==> run_1/m2.png <==
Scale: 4 px per um. Cells faint in the background.
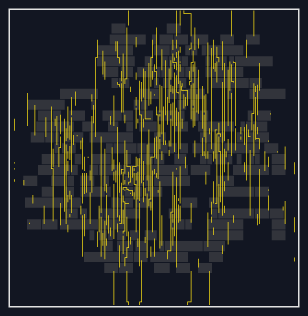
==> run_1/gates.png <==
Scale: 6 px per um.
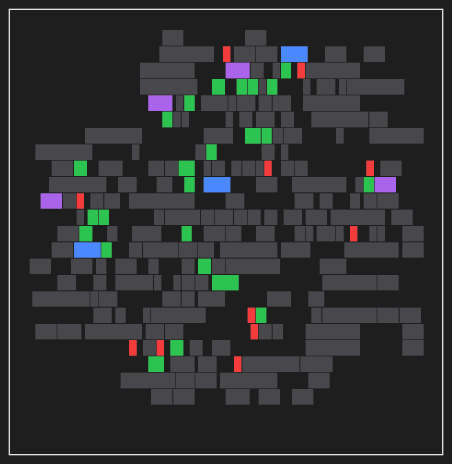
==> run_1/port_trees.png <==
Scale: 6 px per um.
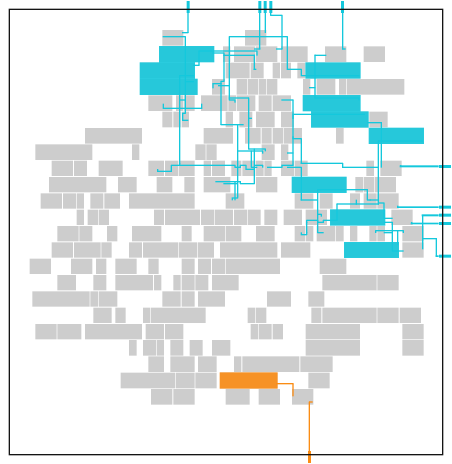
### config.mk
export PLATFORM = sky130hd
export DESIGN_NAME = vga_timing_gen
export DESIGN_NICKNAME = d
export VERILOG_FILES = /design/src/rtl/vga_timing_gen.sv
export SDC_FILE = /design/constraint.sdc
export NUM_CORES = 1
export LEC_CHECK = 0
export CAP_MARGIN = 20
export CORE_AREA = 3 3 69 71
export CTS_CLUSTER_SIZE = 20
export DETAILED_ROUTE_END_ITERATION = 12
export DIE_AREA = 0 0 72 74
export GPL_TIMING_DRIVEN = 0
export PLACE_DENSITY = 0.6
export SETUP_SLACK_MARGIN = 0.3
export SKIP_CTS_REPAIR_TIMING = 1
export SLEW_MARGIN = 0
export SYNTH_ARGS = -nofsm -noshare
export SYNTH_HDL_FRONTEND = slang
export SYNTH_SLANG_ARGS = --single-unit
### constraint.sdc
create_clock -name pix_clk -period 3.3 [get_ports pix_clk]
set_input_delay 0.495 -clock pix_clk [delete_from_list [all_inputs] [get_ports pix_clk]]
set_output_delay 0.495 -clock pix_clk [all_outputs]
set_load 0.01 [all_outputs]
### src/rtl/vga_timing_gen.sv
// Raster timing generator for the VGA output path.
// It runs one horizontal/vertical counter chain in the pix_clk domain. The chain
// advances by one pixel on each pix_en cycle. The position flags (active, hsync,
// vsync) are decoded from the next-state counts and then registered. As a result
// they always line up with the hcount/vcount visible in the same cycle. The
// strobes mark the first cycle that a new position is shown.
module vga_timing_gen #(
  parameter int H_ACTIVE  = 640,
  parameter int H_FP      = 16,
  parameter int H_SYNC    = 96,
  parameter int H_BP      = 48,
  parameter int V_ACTIVE  = 480,
  parameter int V_FP      = 10,
  parameter int V_SYNC    = 2,
  parameter int V_BP      = 33,
  parameter bit HSYNC_POL = 1'b0,
  parameter bit VSYNC_POL = 1'b0,
  parameter int CW        = 10
) (
  input  logic          pix_clk,
  input  logic          reset_n,
  input  logic          pix_en,
  output logic [CW-1:0] hcount,
  output logic [CW-1:0] vcount,
  output logic          active,
  output logic          hsync,
  output logic          vsync,
  output logic          line_start,
  output logic          frame_start,
  output logic          vblank_start
);

  localparam int H_TOTAL = H_ACTIVE + H_FP + H_SYNC + H_BP;
  localparam int V_TOTAL = V_ACTIVE + V_FP + V_SYNC + V_BP;
  localparam int HS_BEG  = H_ACTIVE + H_FP;
  localparam int HS_END  = HS_BEG + H_SYNC;
  localparam int VS_BEG  = V_ACTIVE + V_FP;
  localparam int VS_END  = VS_BEG + V_SYNC;

  // Every boundary value is strictly below its total, so each one fits in CW bits.
  localparam logic [CW-1:0] H_LAST   = CW'(H_TOTAL - 1);
  localparam logic [CW-1:0] V_LAST   = CW'(V_TOTAL - 1);
  localparam logic [CW-1:0] H_ACT_C  = CW'(H_ACTIVE);
  localparam logic [CW-1:0] V_ACT_C  = CW'(V_ACTIVE);
  localparam logic [CW-1:0] HS_BEG_C = CW'(HS_BEG);
  localparam logic [CW-1:0] HS_END_C = CW'(HS_END);
  localparam logic [CW-1:0] VS_BEG_C = CW'(VS_BEG);
  localparam logic [CW-1:0] VS_END_C = CW'(VS_END);

  // Parameter sanity checks, evaluated at elaboration.
  if (H_TOTAL > (1 << CW) || V_TOTAL > (1 << CW)) begin : g_size_chk
    $error("vga_timing_gen: H_TOTAL/V_TOTAL do not fit in CW bits");
  end
  if (H_ACTIVE < 1 || H_FP < 1 || H_SYNC < 1 || H_BP < 1 ||
      V_ACTIVE < 1 || V_FP < 1 || V_SYNC < 1 || V_BP < 1) begin : g_param_chk
    $error("vga_timing_gen: every timing parameter must be >= 1");
  end

  logic [CW-1:0] h_nxt;
  logic [CW-1:0] v_nxt;
  logic          h_wrap;
  logic          active_nxt;
  logic          hsync_nxt;
  logic          vsync_nxt;
  logic          line_nxt;
  logic          frame_nxt;
  logic          vblank_nxt;

  // Next raster position: step one pixel on pix_en; the line counter moves only on a horizontal wrap.
  always_comb begin
    // NOTE: every combinational output gets a default first so no path can infer a latch.
    h_nxt  = hcount;
    v_nxt  = vcount;
    h_wrap = (hcount == H_LAST);
    if (pix_en) begin
      if (h_wrap) begin
        h_nxt = '0;
        v_nxt = (vcount == V_LAST) ? '0 : vcount + CW'(1);
      end else begin
        h_nxt = hcount + CW'(1);
      end
    end
  end

  // Decode flags and strobes from the next position so they register alongside the counts.
  always_comb begin
    active_nxt = (h_nxt < H_ACT_C) && (v_nxt < V_ACT_C);
    hsync_nxt  = ((h_nxt >= HS_BEG_C) && (h_nxt < HS_END_C)) ? HSYNC_POL : ~HSYNC_POL;
    vsync_nxt  = ((v_nxt >= VS_BEG_C) && (v_nxt < VS_END_C)) ? VSYNC_POL : ~VSYNC_POL;
    line_nxt   = pix_en && (h_nxt == '0);
    frame_nxt  = line_nxt && (v_nxt == '0);
    vblank_nxt = line_nxt && (v_nxt == V_ACT_C);
  end

  // Output registers. Reset parks the raster on the last pixel so the first pix_en lands on (0,0).
  always_ff @(posedge pix_clk or negedge reset_n) begin
    if (!reset_n) begin
      hcount       <= H_LAST;
      vcount       <= V_LAST;
      active       <= 1'b0;
      hsync        <= ~HSYNC_POL;
      vsync        <= ~VSYNC_POL;
      line_start   <= 1'b0;
      frame_start  <= 1'b0;
      vblank_start <= 1'b0;
    end else begin
      // NOTE: non-blocking assignments let every register sample pre-edge values, as real flops do.
      hcount       <= h_nxt;
      vcount       <= v_nxt;
      active       <= active_nxt;
      hsync        <= hsync_nxt;
      vsync        <= vsync_nxt;
      line_start   <= line_nxt;
      frame_start  <= frame_nxt;
      vblank_start <= vblank_nxt;
    end
  end

endmodule

==> run notes, run 1 <==
fresh numbers from the pnr run: area grow syn2layout=26.3%, clock sink count=26, Cell area leaders=dfrtp_1, dfstp_2, xnor2_1, nand4_1, buf_6, crit end category=flop, status=completed, grt ovf=0, hold depth=1, CP delay by family, top=simple AND/OR/NAND/NOR gates, CTS root buffer=clkbuf_8, Final Hold Vio Count=0, critical-path cell list=ha_1, and4bb_2, nand3_2, a31oi_2, inv_2, or2_1, or4_4, nor4_2, max-slew violations=0, Final nets=216, flip-flops with a built-in enable=0, count of cell types in the netlist=52, max frequency=357 MHz, skew final=1.41 ps, cts bufs inserted=3, Post-Syn Area per Cell=9.57 sq um, fin crit period=2800 ps, buffers and inverters on the worst path=1, Slew HR=58.7%, Max rail drop VDD=0.339 mV, die height=74 um, initial detailed-routing violation count=90
Notes on m2.png above:
wire length on this layer: 1830 um
main direction: vertical
longest straight run: 33.3 um
Vias: 1445
GR Layer Usage met2: 25.8%

Notes on gates.png above:
legend:
  green:
    family: aoi and oai cells
    cells: 24
    most_used: a21oi_1
  blue:
    family: fa/ha/maj cells
    cells: 3
    most_used: ha_1
  red:
    family: inv cells
    cells: 11
    most_used: inv_1
  purple:
    family: mux cells
    cells: 4
Layout Cells excl Fill: 261
logic share of the area: 42.8%
commonest non-fill, non-tap cell in the layout: clkdlybuf4s50_1

Notes on port_trees.png above:
legend:
  orange:
    port: `hsync`
    bits: 1
    direction: output
    edge: bottom
    end_cells: 1
    buffers: 1
    wire: 13.6 um
  cyan:
    port: `vcount`
    bits: 10
    direction: output
    edge: 5 top, 5 right
    end_cells: 10
    buffers: 10
    wire: 435 um
Top-Level Pins: 29
buffers added on ports: 28

run 1: flip-flops by register name, indices dropped and copies added (netlist names):
signal        flops
vcount           10
vblank_start      1
frame_start       1
hcount           10
line_start        1
vsync             1
active            1
hsync             1
run 1: report_power, final:
group | internal (mW) | total [mW] | switching [mW]
Clock | 0.163 | 0.267 | 0.105
Sequential | 0.368 | 0.405 | 0.0364
Combinational | 0.153 | 0.299 | 0.146
run 1: through the flow:
step	power (mW)	worst slack [ps]	util, %	hold slack [ps]	cells
floorplan	0.599	725	-	199	175
CTS	0.983	445	49.1	536	260
detailed placement	0.707	241	47.4	520	256
global placement	0.703	249	47.1	512	255
finish	0.970	495	49.3	530	261
global route	1.03	320	49.3	559	261
run 1: area by class of cell:
class                   count  area (sq um)
clock inverters             1          30.0
fillers                   396          2180
flip-flops and latches     26           666
clock buffers               3          41.3
repair buffers             30           303
well taps                  52          65.1
multi-input cells         129           905
inverters                  11          41.3
plain buffers               9          65.1
run 1: logic make-up after synthesis:
kind of cell    after synthesis  share of synthesized area (%)
xor+xnor                     14                           7.32
mux                           4                           2.54
compound gates               29                           11.1
simple gates                 79                           30.8
flops                        26                           39.7
buf+inv                      20                           6.27
fa+ha+maj                     3                           2.24
run 1: per-layer routing:
layer	wire length [um]	up-vias
li1	-	703
met3	145	9
met2	1830	43
met5	0	-
met1	1810	690
met4	53	0
run 1: path summary, 6_finish.rpt:
kind | start | to | slack, ps
worst max-delay path | hcount[0]$_DFF_PN1_ | frame_start$_DFF_PN0_ | 500
worst min-delay path | hcount[0]$_DFF_PN1_ | hcount[0]$_DFF_PN1_ | 530
min in group asynchronous | reset_n | hcount[5]$_DFF_PN0_ | 590
worst max register to register | hcount[0]$_DFF_PN1_ | frame_start$_DFF_PN0_ | 500
worst min register to register | hcount[0]$_DFF_PN1_ | hcount[0]$_DFF_PN1_ | 530
max in group asynchronous | reset_n | vcount[2]$_DFF_PN1_ | 2130
run 1: cells in the final DEF, fill, tap and decap left out, types with 5 or more instances in the layout:
cell type and instances:
or3_1 5, o21ai_0 7, xnor2_1 10, clkdlybuf4s50_1 28, inv_1 10, nand2_1 10
dfstp_2 12, nor2_1 10, nand4_1 8, nand3_1 7, nor4_1 5, nand2b_1 5
dfrtp_1 14, a21oi_1 8
==> run_1/closeup.png <==
Region (16, 32) to (56, 72) um. Cells in grey, sequential cells in the stronger grey; small squares are vias.
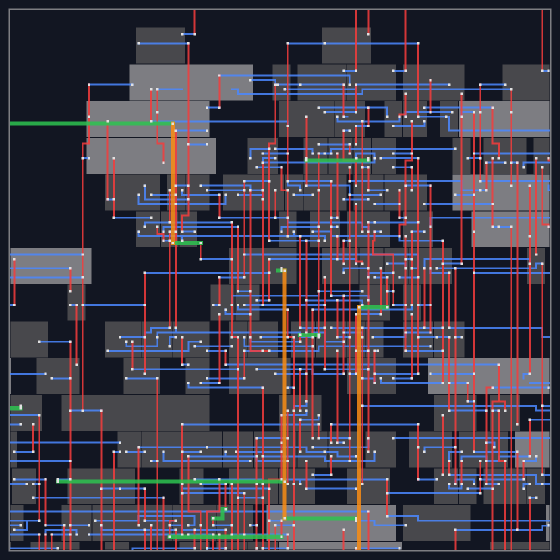

==> run 1 -> run 2 <==
==> constraint.sdc (replaced) <==
create_clock -name pix_clk -period 2.71 [get_ports pix_clk]
set_input_delay 0.4065 -clock pix_clk [delete_from_list [all_inputs] [get_ports pix_clk]]
set_output_delay 0.4065 -clock pix_clk [all_outputs]
set_load 0.01 [all_outputs]
==> run_2/closeup.png <==
Region (16, 32) to (56, 72) um. Cells in grey, sequential cells in the stronger grey; small squares are vias.
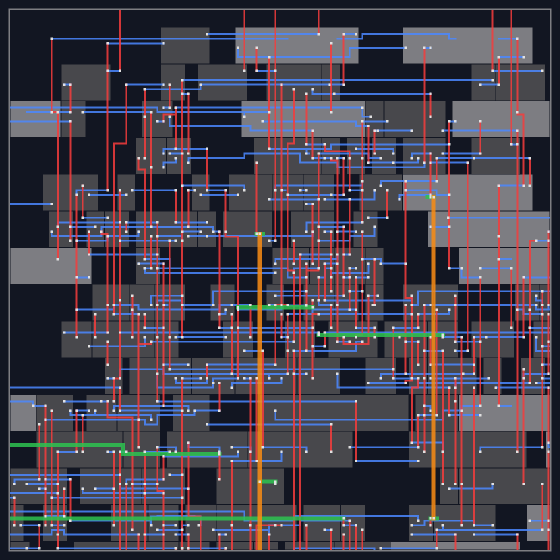
legend:
  orange:
    layer: M4
  blue:
    layer: M1
  red:
    layer: M2
  green:
    layer: M3
sequential cells in the window: 9
netlist names of flops here include: `vcount` (8), `vsync` (1)
cells with their middle in the window: 107
most frequent: nand2_1 (7), o21ai_0 (7)

==> run_2/gates.png <==
Scale: 6 px per um.
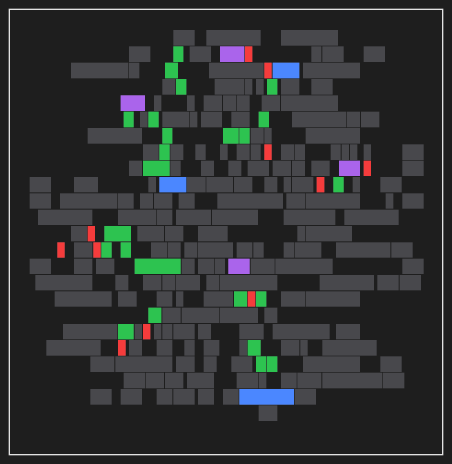
legend:
  green:
    family: aoi and oai cells
    cells: 24
    most_used: a21oi_1
  purple:
    family: mux cells
    cells: 4
  blue:
    family: fa/ha/maj cells
    cells: 3
    most_used: ha_1
  red:
    family: inv cells
    cells: 11
    most_used: inv_1
Layout Cells excl Fill: 272
logic share of the area: 43.4%

==> run_2/congestion_map.png <==
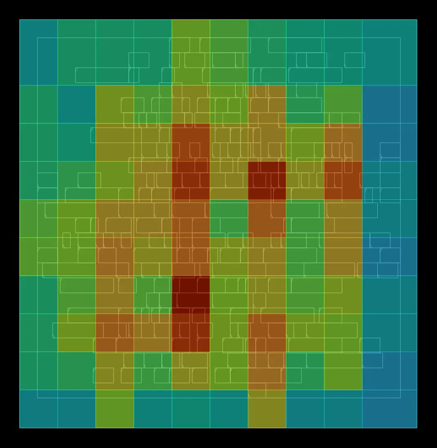
met3 GRT Util: 2.03%
M1 GR Usage: 23.7%
WL/cell: 14.9 um

==> run notes, run 2 <==
fresh numbers from the pnr run: P per Cell Area=539 nW/um^2, clk buf depth=2, top post-synthesis cells by count=dfrtp_1, dfstp_2, count of cell types in the netlist=52 (unchanged), flip-flops with a built-in enable=0 (unchanged), Finished Cell Area=2340 sq um, Residual DRC=0, buffers added on ports=28 (unchanged), clock sink count=26 (unchanged), Post-Syn Area per Cell=9.57 sq um (unchanged), skew final=1.79 ps (+0.386 ps), Synth Instances=around 180, Final nets=227 (+5.1%), Yosys warning count=0, fin util=54.4% (+5.1 points), Cell area leaders=dfrtp_1, dfstp_2, xnor2_1, nand4_1, buf_6, cts bufs inserted=3 (unchanged), buffers and inverters on the worst path=2 (+1), fin crit period=2550 ps (-260 ps), biggest regs=hcount: 10 flops, vcount: 10 flops, crit end category=flop, CP Max Fanout=5, status=completed, number of OpenROAD warnings=29, max-slew violations=0 (unchanged), max frequency=393 MHz (+10%), die area=5330 sq um, CP delay by family, top=simple AND/OR/NAND/NOR gates, share of layout cells above drive strength 1=28.2%, Top-Level Pins=29 (unchanged), Vias=1485 (+2.8%), Slew HR=58.5% (-0.16 points), area grow syn2layout=39.4%, die height=74 um (unchanged), Critical Path RT=2910 ps, critical-path cell list=buf_6, nand3_4, or3_4, a31oi_4, inv_2, or2_4, or4_4, nor3b_2, CTS root buffer=clkbuf_8, commonest non-fill, non-tap cell in the layout=clkdlybuf4s50_1, grt ovf=0 (unchanged), initial detailed-routing violation count=107 (+19%), Final Hold Vio Count=0 (unchanged), Max rail drop VDD=0.317 mV (-6.6%), Top Layout Cells=clkdlybuf4s50_1, dfrtp_1, dfstp_2, prevailing post-synth register cell=dfrtp_1
==> run 2: routing by layer <==
metal / wire [um] / track usage [%] / vias to the layer above / share of wire [%]
li1: - / - / 724 / -
met1: 1930 / 23.7 / 723 / 48
met2: 1900 / 24.7 / 31 / 47
met3: 146 / 2.03 / 7 / 3.6
met4: 76 / 7.52 / 0 / 1.9
met5: 0 / 0 / - / 0
==> run 2: per-stage QoR <==
stage / hold WS (ps) / instances / power (mW) / worst slack [ps]
6_report: 511 / 272 / 1.26 / 165
5_1_grt: 537 / 272 / 1.33 / 64.5
4_1_cts: 521 / 260 / 1.21 / -73.6
3_5_place_dp: 542 / 256 / 0.881 / -293
3_3_place_gp: 529 / 255 / 0.865 / -216
2_1_floorplan: 111 / 175 / 0.740 / 288
==> run 2: cells by family (layout without fill, tap and decap cells) <==
logic type | count (synthesis) | after routing | share of synthesized area (%)
simple gates | 79 | 79 | 30.8
compound gates | 29 | 29 | 11.1
flops | 26 | 26 | 39.7
buf+inv | 20 | 65 | 6.27
xor+xnor | 14 | 14 | 7.32
mux | 4 | 4 | 2.54
fa+ha+maj | 3 | 3 | 2.24
==> run 2: where the power goes <==
group | internal (mW) | leakage (nW) | switching, mW | total (mW)
clock network | 0.198 | 0.0357 | 0.132 | 0.330
logic | 0.235 | 0.617 | 0.201 | 0.436
registers | 0.448 | 0.299 | 0.0449 | 0.493
total | 0.881 | 0.952 | 0.377 | 1.26
==> run 2: worst reg2reg max path: stages, from the launching register on <==
cell and delay [ps]:
dfstp_2 610, buf_6 130, nand3_4 70, or3_4 410, a31oi_4 220, inv_2 50
or2_4 240, or4_4 550, nor3b_2 200
==> run 2: layout make-up <==
| cell class | instances | area (sq um) |
|---|---|---|
| fill | 389 | 1960 |
| multi-input combinational | 129 | 1010 |
| sequential | 26 | 666 |
| timing repair buffer | 41 | 408 |
| buffer | 9 | 70.1 |
| tap | 52 | 65.1 |
| clock buffer | 3 | 41.3 |
| inverter | 11 | 41.3 |
| clock inverter | 1 | 30.0 |
==> run 2: final timing paths <==
check	from	end	slack (ps)	cells after the start
worst min-delay path	reset_n	hcount[5]$_DFF_PN0_	510	1
worst min register to register	vcount[8]$_DFF_PN0_	vcount[8]$_DFF_PN0_	610	1
max in group asynchronous	reset_n	vcount[2]$_DFF_PN1_	1630	2
worst max register to register	hcount[1]$_DFF_PN1_	vblank_start$_DFF_PN0_	160	8
worst max-delay path	hcount[1]$_DFF_PN1_	vblank_start$_DFF_PN0_	160	8
min in group pix_clk	vcount[8]$_DFF_PN0_	vcount[8]$_DFF_PN0_	610	1
Power and IR drop assume default switching activity.
